==> images/floorplan.png <==
Pins as bars on the die edge.
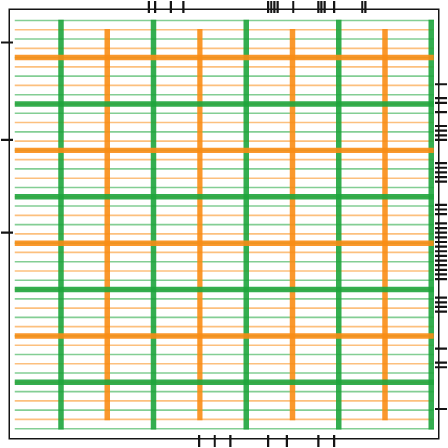
==> images/ff_map.png <==
Other sequential cells in the stronger gray, the rest of the logic in the fainter gray.
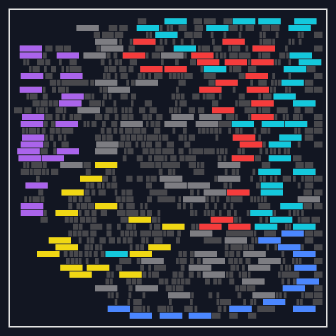
==> images/gates.png <==
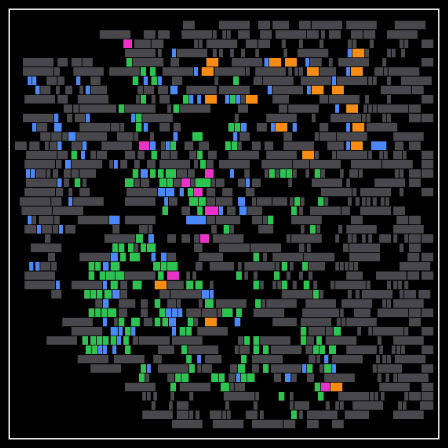
==> images/clock_nets.png <==
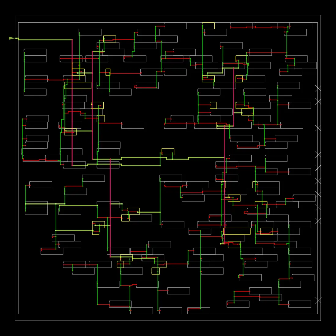
==> config.mk <==
export PLATFORM = sky130hd
export DESIGN_NAME = prog_loader_flat
export DESIGN_NICKNAME = d
export VERILOG_FILES = /design/src/rtl/prog_loader_if.sv /design/src/rtl/prog_loader.sv /design/src/flat_wrapper.sv
export SDC_FILE = /design/constraint.sdc
export NUM_CORES = 1
export LEC_CHECK = 0
export CAP_MARGIN = 0
export CORE_UTILIZATION = 45
export CTS_BUF_LIST = sky130_fd_sc_hd__clkbuf_4 sky130_fd_sc_hd__clkbuf_8
export DETAILED_ROUTE_END_ITERATION = 10
export SLEW_MARGIN = 20
export SYNTH_ARGS = -nofsm -noshare
export SYNTH_HDL_FRONTEND = slang
export SYNTH_SLANG_ARGS = --single-unit
==> constraint.sdc <==
create_clock -name clock -period 2.55 [get_ports clock]
set_clock_uncertainty 0.15 [all_clocks]
set_input_delay 0.3825 -clock clock [delete_from_list [all_inputs] [get_ports clock]]
set_output_delay 0.3825 -clock clock [all_outputs]
set_load 0.05 [all_outputs]
==> src/rtl/prog_loader_if.sv <==
// ---------------------------------------------------------------------------
// prog_loader_if
// Groups the byte-receiver input, the load button and the instruction-memory
// write port of the program loader into one bundle.
//   rx_data    [7:0]        received UART byte, qualified by rx_valid
//   rx_valid                one-cycle strobe per received byte
//   start_load              debounced button level; rising edge arms a load
//   imem_we                 one-cycle instruction-memory write strobe
//   imem_addr  [ADDR_W-1:0] word address of the write (matches PC[15:2])
//   imem_wdata [31:0]       word to write
//   cpu_hold                1 = CPU held in reset
//   done                    load finished with a good checksum
//   err                     load aborted
// The slave modport is the loader; the master modport is its environment.
// ---------------------------------------------------------------------------
interface prog_loader_if #(
    parameter int ADDR_W = 14
);
    logic [7:0]        rx_data;
    logic              rx_valid;
    logic              start_load;
    logic              imem_we;
    logic [ADDR_W-1:0] imem_addr;
    logic [31:0]       imem_wdata;
    logic              cpu_hold;
    logic              done;
    logic              err;

    modport slave (
        input  rx_data, rx_valid, start_load,
        output imem_we, imem_addr, imem_wdata, cpu_hold, done, err
    );

    modport master (
        output rx_data, rx_valid, start_load,
        input  imem_we, imem_addr, imem_wdata, cpu_hold, done, err
    );
endinterface

==> src/rtl/prog_loader.sv <==
// ---------------------------------------------------------------------------
// prog_loader
// UART-driven program loader in front of the fetch stage. Parses the frame
//   SYNC_BYTE, count_hi, count_lo, N x 4 data bytes (little-endian), xor-sum
// writes each assembled word into instruction memory and keeps the CPU in
// hold until a complete image with a matching checksum has been written.
// Ports:
//   clock  system clock, rising edge
//   reset  asynchronous active-low reset
//   bus    prog_loader_if.slave (byte input, button, imem write, status)
// ---------------------------------------------------------------------------
module prog_loader #(
    parameter int          ADDR_W      = 14,
    parameter int unsigned MAX_WORDS   = 16384,
    parameter int unsigned TIMEOUT_CYC = 1000000,
    parameter logic [7:0]  SYNC_BYTE   = 8'hA5
) (
    input  logic         clock,
    input  logic         reset,
    prog_loader_if.slave bus
);

    localparam int TMO_W = $clog2(TIMEOUT_CYC + 1);

    typedef enum logic [2:0] {
        IDLE, SYNC, CNT_HI, CNT_LO, DATA, CSUM, DONE, ERROR
    } state_t;

    state_t            r_state;
    logic              r_start_prev;
    logic [15:0]       r_count;
    logic [15:0]       r_left;      // words still to be written
    logic [ADDR_W-1:0] r_widx;
    logic [1:0]        r_bidx;
    logic [23:0]       r_wbuf;      // first three bytes of the current word
    logic [7:0]        r_csum;
    logic [TMO_W-1:0]  r_tmo;
    logic              r_we;
    logic [ADDR_W-1:0] r_addr;
    logic [31:0]       r_wdata;
    logic              r_hold;
    logic              r_done;
    logic              r_err;

    logic              w_edge;
    logic              w_tmo_active;
    logic              w_tmo_hit;
    logic [15:0]       w_count;

    assign w_edge       = bus.start_load & ~r_start_prev;
    assign w_tmo_active = (r_state == CNT_HI) || (r_state == CNT_LO) ||
                          (r_state == DATA)   || (r_state == CSUM);
    // A byte arriving on the limit cycle still counts as in time.
    assign w_tmo_hit    = w_tmo_active && !bus.rx_valid &&
                          (r_tmo == TMO_W'(TIMEOUT_CYC - 1));
    assign w_count      = {r_count[15:8], bus.rx_data};

    always_ff @(posedge clock or negedge reset) begin
        if (!reset) begin
            r_state      <= IDLE;
            r_start_prev <= 1'b0;
            r_count      <= '0;
            r_left       <= '0;
            r_widx       <= '0;
            r_bidx       <= '0;
            r_wbuf       <= '0;
            r_csum       <= '0;
            r_tmo        <= '0;
            r_we         <= 1'b0;
            r_addr       <= '0;
            r_wdata      <= '0;
            r_hold       <= 1'b0;
            r_done       <= 1'b0;
            r_err        <= 1'b0;
        end else begin
            r_start_prev <= bus.start_load;
            r_we         <= 1'b0;

            if (w_edge) begin
                // Restart from any state; a byte in the same cycle is dropped.
                r_state <= SYNC;
                r_hold  <= 1'b1;
                r_done  <= 1'b0;
                r_err   <= 1'b0;
                r_count <= '0;
                r_left  <= '0;
                r_widx  <= '0;
                r_bidx  <= '0;
                r_wbuf  <= '0;
                r_csum  <= '0;
                r_tmo   <= '0;
            end else if (w_tmo_hit) begin
                r_state <= ERROR;
                r_err   <= 1'b1;
                r_tmo   <= '0;
            end else begin
                if (w_tmo_active && !bus.rx_valid)
                    r_tmo <= r_tmo + TMO_W'(1);
                else
                    r_tmo <= '0;

                case (r_state)
                    SYNC: begin
                        if (bus.rx_valid && bus.rx_data == SYNC_BYTE)
                            r_state <= CNT_HI;
                    end
                    CNT_HI: begin
                        if (bus.rx_valid) begin
                            r_count[15:8] <= bus.rx_data;
                            r_state       <= CNT_LO;
                        end
                    end
                    CNT_LO: begin
                        if (bus.rx_valid) begin
                            r_count[7:0] <= bus.rx_data;
                            r_csum       <= '0;
                            if ({16'd0, w_count} > MAX_WORDS) begin
                                r_state <= ERROR;
                                r_err   <= 1'b1;
                            end else if (w_count == 16'd0) begin
                                r_state <= CSUM;
                            end else begin
                                r_state <= DATA;
                                r_left  <= w_count;
                                r_widx  <= '0;
                                r_bidx  <= '0;
                            end
                        end
                    end
                    DATA: begin
                        if (bus.rx_valid) begin
                            r_csum <= r_csum ^ bus.rx_data;
                            r_bidx <= r_bidx + 2'd1;
                            case (r_bidx)
                                2'd0: r_wbuf[7:0]   <= bus.rx_data;
                                2'd1: r_wbuf[15:8]  <= bus.rx_data;
                                2'd2: r_wbuf[23:16] <= bus.rx_data;
                                default: begin
                                    // Fourth byte completes the word; the
                                    // strobe appears on the following cycle.
                                    r_we    <= 1'b1;
                                    r_addr  <= r_widx;
                                    r_wdata <= {bus.rx_data, r_wbuf};
                                    r_widx  <= r_widx + ADDR_W'(1);
                                    r_left  <= r_left - 16'd1;
                                    if (r_left == 16'd1)
                                        r_state <= CSUM;
                                end
                            endcase
                        end
                    end
                    CSUM: begin
                        if (bus.rx_valid) begin
                            if (bus.rx_data == r_csum) begin
                                r_state <= DONE;
                                r_done  <= 1'b1;
                                r_hold  <= 1'b0;
                            end else begin
                                r_state <= ERROR;
                                r_err   <= 1'b1;
                            end
                        end
                    end
                    default: ;  // IDLE, DONE, ERROR wait for a button edge
                endcase
            end
        end
    end

    assign bus.imem_we    = r_we;
    assign bus.imem_addr  = r_addr;
    assign bus.imem_wdata = r_wdata;
    assign bus.cpu_hold   = r_hold;
    assign bus.done       = r_done;
    assign bus.err        = r_err;

endmodule

==> src/flat_wrapper.sv <==
// flat-port wrapper written by rule: the top's interface ports become plain ports
module prog_loader_flat 
#(
    parameter int          ADDR_W      = 14,
    parameter int unsigned MAX_WORDS   = 16384,
    parameter int unsigned TIMEOUT_CYC = 1000000,
    parameter logic [7:0]  SYNC_BYTE   = 8'hA5
)
  (clock, reset, bus_rx_data, bus_rx_valid, bus_start_load, bus_imem_we, bus_imem_addr, bus_imem_wdata, bus_cpu_hold, bus_done, bus_err);
  prog_loader_if #(.ADDR_W(ADDR_W)) bus_i ();
  input  logic clock;
  input  logic reset;
  input wire logic [$bits(bus_i.rx_data)-1:0] bus_rx_data;
  input wire logic [$bits(bus_i.rx_valid)-1:0] bus_rx_valid;
  input wire logic [$bits(bus_i.start_load)-1:0] bus_start_load;
  output wire logic [$bits(bus_i.imem_we)-1:0] bus_imem_we;
  output wire logic [$bits(bus_i.imem_addr)-1:0] bus_imem_addr;
  output wire logic [$bits(bus_i.imem_wdata)-1:0] bus_imem_wdata;
  output wire logic [$bits(bus_i.cpu_hold)-1:0] bus_cpu_hold;
  output wire logic [$bits(bus_i.done)-1:0] bus_done;
  output wire logic [$bits(bus_i.err)-1:0] bus_err;
  assign bus_i.rx_data = bus_rx_data;
  assign bus_i.rx_valid = bus_rx_valid;
  assign bus_i.start_load = bus_start_load;
  assign bus_imem_we = bus_i.imem_we;
  assign bus_imem_addr = bus_i.imem_addr;
  assign bus_imem_wdata = bus_i.imem_wdata;
  assign bus_cpu_hold = bus_i.cpu_hold;
  assign bus_done = bus_i.done;
  assign bus_err = bus_i.err;
  prog_loader #(.ADDR_W(ADDR_W), .MAX_WORDS(MAX_WORDS), .TIMEOUT_CYC(TIMEOUT_CYC), .SYNC_BYTE(SYNC_BYTE)) u_core (.clock(clock), .reset(reset), .bus(bus_i));
endmodule
==> run summary <==
Item: results of the latest flow run.

- The run finished, with violations left.
- Per the final report, max-transition violations number 0.
- The number of instances in the synthesized netlist is 765.
- Summed over all nets, the half-perimeter wirelength after detailed placement is 11690 µm.
- For this sky-water flow run, the detailed-routed wirelength per cell is reported as 16.56 µm.
- The number of antenna violations at the first check in global routing is 0.
- The global routing usage summed across all routing layers is 0.2329.
- The critical path required time is 2720 ps.
- The total power per unit cell area is 735.8 nW/µm².
- Per STA, the library cell used most along the worst path is o21ai_0.
- Per the synth stats, the flop cell with the highest instance count is dfrtp_1.
- The cell-mix breakdown from Yosys lists the simple-gate area share as 0.2269.
- For reference, the placement row count at floorplan is 44.
- The capturing element type of the critical path is a flip-flop.
- Yosys shows that the main logic family after synthesis is simple AND/OR/NAND/NOR gates.
- At the worst endpoint, the arrival time is 2460 ps.
- The tool flagged a number of max-cap violations equal to 0.
- The startpoint kind of the worst setup timing path is a flip-flop.
- In the final layout, the fill cell count is 1301.
- The final total power is 6.081 mW.
- The report lists the cells along the critical path as or3b_1, buf_4, o221a_2, buf_12, o21ai_0, o21ai_0.
- The slowest stage of the critical path belongs to the cell dfrtp_1.
- The footprint of the multi-input gates is 2940 µm².
- Post-synthesis, Yosys gives the total cell area as 6860 µm².
- At the pin with the least slew margin, the transition time is 987.6 ps.
- The count of state elements after synthesis is 146.
- The share of the cycle needed by the critical path after routing is 0.8976.
- The DRC violation total after the first TritonRoute iteration is 481.
- The number of failing setup endpoints in the final timing report is 0.
- After clock tree synthesis, the flow added hold-fix buffers numbering 1.
- The clock tree from TritonCTS is done.
- The number of warnings in the stage logs is 30.
- The path depth of the worst reg2reg path is 6.
- Post-CTS timing repair inserted 0 buffers for setup.
- The synthesis report gives the async set-or-reset register share as 1.000.
- The per-cell via count in the routed design is 5.526.
- The starting utilization of the core area is 0.4667.
- Per the placement log, port buffering inserted 61 buffers.
- The final reports fail on design-rule violations.
- In this run the static leakage power is 3.990 nW.
- The registers of the reported paths see a clock transition of 80 ps.
- Yosys mapped a number of flops with a built-in enable equal to 0.
- The number of top-level design ports is 62.
- The CTS H-tree depth is 4.
- The count of antenna-violating nets left after detailed routing is 0.
- The clock passes through at most 2 buffers.
- The worst register-to-register path ends at u_core.r_widx[7].
- The worst-case reg-to-reg setup slack stands at 260 ps.
- Setup repair after global routing left no endpoint under its margin.
- The placer congestion estimate is 0.9082.
- Of all nets on the critical path, the largest fanout is 26.
- Setup total negative slack on the finished layout was measured at 0 ps.
- The yosys stat cell total is 765.
- The number of nets handed over by synthesis was 785.
- The final net count is 858.
- The area share of and-or/or-and cells after synthesis is 0.1249.
- The via count of the first global-routing pass is 5635.
- Per the OpenROAD floorplan log, the area of the die is 15740 µm².
- The type of the tightest min-delay check is input pin to asynchronous set/reset pin.
- Counting distinct cell types in the post-synthesis netlist gives 51.
- Per STA, the startpoint of the critical path is u_core.r_state[2].
- The iteration count recorded for the first detailed-route pass is 9.
- The repair_antennas step left the layout with diodes totalling 0.
- The time the worst path needs with I/O delays and setup is 2289 ps.
- The overall routed net length is 17140 µm.
- The fmax is 0.4369 GHz.
- The launching point of the worst reg2reg path is u_core.r_state[2].
- The cell area after technology mapping is 6860 µm².
- The adder and majority gate portion of the synthesized area is 0.01459.
- Of the total synthesized cell area, the portion taken by XOR and XNOR cells is 0.03319.
- The worst-case headroom to the max-slew limit is 0.3416.
- The area growth from synthesis to layout is 20.46%.
- The startpoint-to-endpoint class of the critical path is flip-flop to flip-flop.
- In the layout the commonest cells are 194 x nand2_1, 146 x dfrtp_1, 82 x o21ai_0.
- The global-route wire length before repair is 29050 µm.
- The maximum number of pins on one net before global-route repair is 57.
- The critical path endpoint is u_core.r_widx[7].
- The number of hold violations in the final report is 0.
- Summed over all layers, the global routing overflow is 0.
- The remaining routing DRC violations is 10.
- The fraction of final layout cells with drive strength greater than 1 is 0.09518.
- At the later pin of the worst-skew pair, clock insertion delay measures 450 ps.
- For this block, the via count after detailed routing is 5719.
- Yosys reports the multiplexer fraction of the synthesized area as 0.02772.
- The root buffer cell chosen for the clock tree is clkbuf_8.
- On the worst path, the slowest cell contributes a delay of 530 ps.
- A synthesized cell averages 8.968 µm².
- The synthesis warning total is 0.
- In this run, post-CTS repair resized a total of 0 instances.
- The sequential share of the synthesized area is 0.5326.
Back to the opening pictures, floorplan.png:
color	net
orange	VDD
green	VSS
met4 straps	9
met1 rails	45
signal pins	62
met5 straps	8
Floorplan Core Area: 14700 µm²
Die X-Extent: 125.5 µm
peak supply drop: 0.3537 mV
Die Span Y: 125.5 µm

Back to the opening pictures, ff_map.png:
color	name in the netlist	flops
purple	u_core.r_tmo	20
cyan	u_core.bus.imem_wdata	32
yellow	u_core.r_left	16
blue	u_core.bus.imem_addr	14
red	u_core.r_wbuf	24
not colored	40
power drawn by the sequential cells: 2.79 mW
combined flip-flop and latch cell area: 3654 µm²
final core occ: 0.5622
share of the final layout cell area in sequential cells: 0.4421

Back to the opening pictures, gates.png:
color	family	cells	most used
orange	mux cells	19	mux2i_1
blue	nor cells	97	nor2_1
magenta	non-inverting ao/oa cells	9	a21o_1
green	aoi and oai cells	143	o21ai_0
Commonest Layout Cell: nand2_1
non-filler cells, final: 1035
Comb area share: 0.3558

Back to the opening pictures, clock_nets.png:
Num Clock Sinks: 146
total CTS buffers: 17

[how the worst min path moves through the flow]
stage / from / to / depth (start not counted)
after global routing: reset / u_core.bus.imem_addr[9] / 2
final: reset / u_core.bus.imem_addr[8] / 2
after CTS: reset / u_core.bus.imem_addr[8] / 2
after floorplan: reset / u_core.bus.cpu_hold / 0
after detailed placement: reset / u_core.bus.imem_addr[10] / 1
after global placement: reset / u_core.bus.imem_addr[8] / 1
[kinds of logic after synthesis]
kind of cell             count (synthesis)
adder cells (fa/ha/maj)                  8
XOR/XNOR                                26
multiplexers                            19
buffers and inverters                   60
flip-flops                             146
AND-OR/OR-AND                          152
AND/OR/NAND/NOR                        354
[synthesized netlist by cell type, types with 2 or more instances]
library cell	instances	share of area
dfrtp_1	146	0.53
a31oi_1	16	0.015
inv_1	12	0.0066
nor2_1	70	0.038
o21ai_0	82	0.060
nand3_1	20	0.015
clkbuf_2	2	0.0015
nand2b_1	8	0.0073
nand4b_1	3	0.0038
nand2_1	194	0.11
nor2b_1	5	0.0046
o21a_1	2	0.0022
buf_2	14	0.010
ha_1	8	0.015
xor2_1	20	0.026
a32oi_1	2	0.0026
a22oi_1	7	0.0077
or3_1	2	0.0018
nand4_1	11	0.010
o211ai_1	2	0.0022
nor3_1	11	0.0080
and4_1	4	0.0051
buf_4	2	0.0022
buf_1	2	0.0011
and2_1	2	0.0018
mux2i_1	19	0.028
a21oi_1	28	0.020
buf_6	3	0.0049
and3_1	8	0.0073
clkbuf_1	24	0.013
nor4_1	8	0.0073
xnor2_1	6	0.0077
a21o_1	4	0.0044
[area by class of cell]
type | instances | share of cell area
Clock buffer | 20 | 0.03255
Clock inverter | 12 | 0.01605
Inverter | 13 | 0.005905
Multi-Input combinational cell | 559 | 0.3558
Sequential cell | 146 | 0.4421
Tap cell | 184 | 0.02786
Timing Repair Buffer | 101 | 0.1198
[state kept, by name, indices dropped and copies added, names as in the netlist, 8 cells and up]
signal and cells:
u_core.bus.imem_addr 14, u_core.bus.imem_wdata 32, u_core.r_count 8, u_core.r_csum 8, u_core.r_left 16, u_core.r_tmo 20
u_core.r_wbuf 24, u_core.r_widx 14
[worst max-delay path, delay by kind of cell (launching register included)]
kind                   cells  cell delay, ps
and+or+nand+nor            1             480
DFF                        1             530
buffers and inverters      2             400
AOI/OAI and AO/OA          3             590
[layer usage]
layer,vias to the layer above,part of all wire,global-route usage
met2,158,0.46,0.3618
met4,0,0.014,0.07963
li1,2744,-,-
met1,2793,0.48,0.3285
met5,-,0,0
met3,24,0.044,0.04193
[stage by stage]
step / area, µm² / cells / hold WS, ps / worst slack [ps]
2_1_floorplan: 6860 / 765 / -63.09 / 435.6
3_3_place_gp: 7846 / 1002 / 158.0 / -78.87
3_5_place_dp: 7846 / 1002 / 163.9 / -148.3
4_1_cts: 8258 / 1035 / 229.0 / 313.1
5_1_grt: 8264 / 1035 / 239.3 / 46.32
6_report: 8264 / 1035 / 237.1 / 261.1
[power breakdown]
group          internal (mW)  switching (mW)
registers               2.53           0.258
clock network          0.933           0.906
logic                  0.573           0.882
Power figures rest on the tool's default switching activity, not on a simulated workload.
